==> config.mk <==
export PLATFORM = sky130hd
export DESIGN_NAME = rt_word_loader_flat
export DESIGN_NICKNAME = d
export VERILOG_FILES = /design/src/rtl/rt_word_loader_if.sv /design/src/rtl/rt_word_loader.sv /design/src/flat_wrapper.sv
export SDC_FILE = /design/constraint.sdc
export NUM_CORES = 2
export LEC_CHECK = 0
export ABC_AREA = 0
export ABC_CLOCK_PERIOD_IN_PS = 7420
export CAP_MARGIN = 20
export CELL_PAD_IN_SITES_DETAIL_PLACEMENT = 1
export CELL_PAD_IN_SITES_GLOBAL_PLACEMENT = 2
export CORE_MARGIN = 2
export CORE_UTILIZATION = 35
export CTS_CLUSTER_SIZE = 12
export DETAILED_ROUTE_END_ITERATION = 16
export PLACE_DENSITY = 0.67
export SLEW_MARGIN = 20
export SYNTH_ARGS = -nofsm -noshare
export SYNTH_HDL_FRONTEND = slang
export SYNTH_SLANG_ARGS = --single-unit
==> constraint.sdc <==
create_clock -name clk -period 7.42 [get_ports clk]
set_clock_uncertainty 0.2 [all_clocks]
set_input_delay 1.484 -clock clk [delete_from_list [all_inputs] [get_ports clk]]
set_output_delay 1.484 -clock clk [all_outputs]
set_load 0.005 [all_outputs]
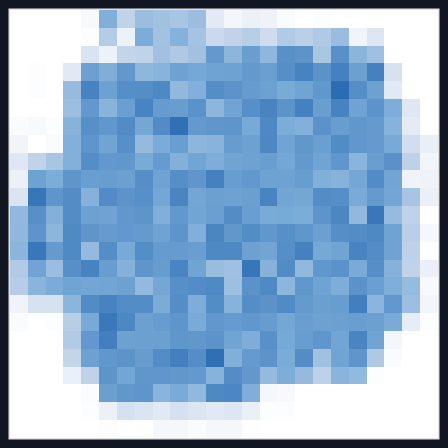
(images/density.png)
The die is cut into 24 by 24 equal tiles; white is low, dark blue is high, 0 to 100% covered.
tiles over 75% full = 0.20%
nearly empty tiles = 19%
fullest tile = 76%
mean over tiles = 38%
core area: 235000 µm²
Init Core Util: 35.2%
Final Util: 40.8%

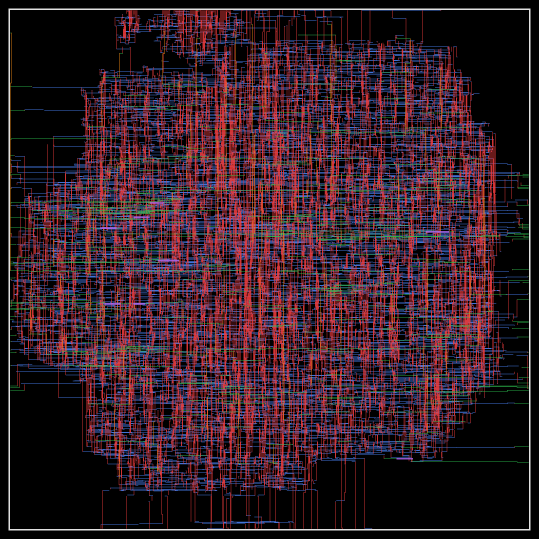
(images/metal_stack.png)
purple -> met5  # wire length 115 µm
green -> met3  # wire length 11200 µm
orange -> met4  # wire length 4050 µm
red -> met2  # wire length 112 mm
blue -> met1  # wire length 98.9 mm
vias: 41234
Total Wirelength: 227 mm
Wirelength per Cell: 29.3 µm
Global Route Usage Sum: 18.7%

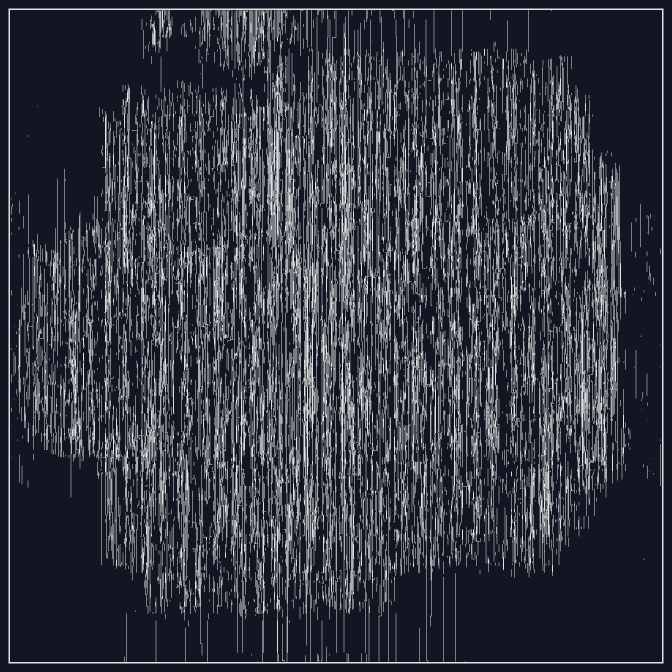
(images/met2.png)
nets with wire on the layer = 4048
share of all routed wire = 50%
main direction = vertical
met2 Use GR: 31.4%

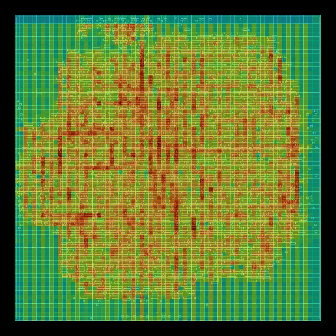
(images/final_congestion.png)
GRT busiest layer: met2
met1 GRT Util: 25.5%

==> impl_metrics.py <==
# Synthesis and PnR figures
metrics = {
    "layout": {
        "nets": 4511,
        "instances_no_fill": 7740,
    },
    "flow_run": {
        "maxCapViolCount": 0,
    },
    "synthesis": {
        "top_logic_kind": "multiplexers",
        "ys_sh_simple_pct": 2.07,
        "ys_ff": 2153,
    },
    "floorplanning": {
        "die-area_um2": 240000,
        "die_y_um": 490,
        "design.portCount": 206,
    },
    "setup_path": {
        "start_kind": "primary input",
        "critPathMaxStageDelay_ns": 0.99,
        "worstPathCellList": "clkdlybuf4s50_1, nand2_1, nor2_1, nand2_1, nor2_4, buf_4",
    },
    "sta": {
        "period_needed_ns": 4.65,
        "fin_tns_setup_ns": 0,
    },
    "drt": {
        "via_per_inst": 5.33,
    },
    "clocking": {
        "cts_post_setup_buffers_inserted": 0,
        "clk_pin_slew_ns": 0.06,
        "cts_buffers": 224,
        "cts.sinks": 2153,
    },
    "power": {
        "p_leak_nw": 30.5,
    },
    "status": {
        "status": "finished clean",
    },
    "global_route": {
        "grt_first_pass_wirelength_mm": 324,
    },
}
==> final cells by class <==
type                    instances  area, µm²
inverters                       5       18.8
clock inverters                94        811
fillers                     22308     139000
repair buffers                319       3140
diodes                          3       7.51
clock buffers                 321       6190
multi-input cells            1695      18100
flip-flops and latches       2153      63600
well taps                    3150       3940
==> per-stage QoR <==
stage                     power (W)  hold slack [ns]  cell area [µm²]
after CTS                    0.0256            0.300            95900
after floorplan              0.0143            0.260            82600
after detailed placement     0.0150            0.286            88900
after global placement       0.0149            0.274            89000
final                        0.0254            0.292            95800
after global routing         0.0261            0.308            95800
==> metal layers <==
| metal | vias to the layer above | wire length [µm] |
|---|---|---|
| met5 | - | 115 |
| met4 | 16 | 4050 |
| met3 | 266 | 11200 |
| met2 | 958 | 112000 |
| met1 | 22520 | 98900 |
| li1 | 17474 | - |
==> report_power, final <==
group	switching (W)	internal [W]	total (W)	leakage (nW)
logic	0.000762	0.000485	0.00125	7.81
registers	0.0000611	0.0133	0.0134	19.3
clock network	0.00466	0.00607	0.0107	3.40
total	0.00548	0.0199	0.0254	30.5
==> logic make-up after synthesis <==
| logic type | count (synthesis) |
|---|---|
| AND-OR/OR-AND | 513 |
| adder cells (fa/ha/maj) | 7 |
| buffers and inverters | 252 |
| flip-flops | 2153 |
| multiplexers | 836 |
| AND/OR/NAND/NOR | 339 |
==> cell usage after synthesis, types with 61 or more instances <==
cell type / instances / area [µm²]
mux4_2: 352 / 7930
edfxtp_1: 2048 / 61500
mux2_2: 66 / 743
dfxtp_1: 105 / 2100
o21ai_0: 65 / 325
o31ai_1: 61 / 458
buf_2: 63 / 315
nand2b_1: 66 / 413
clkbuf_1: 113 / 424
o22ai_1: 214 / 1340
a21oi_1: 129 / 646
mux2i_1: 418 / 4180
nor2b_1: 69 / 432
nor2_1: 140 / 526
No activity file was given, so power comes from the tool's default toggle rates.
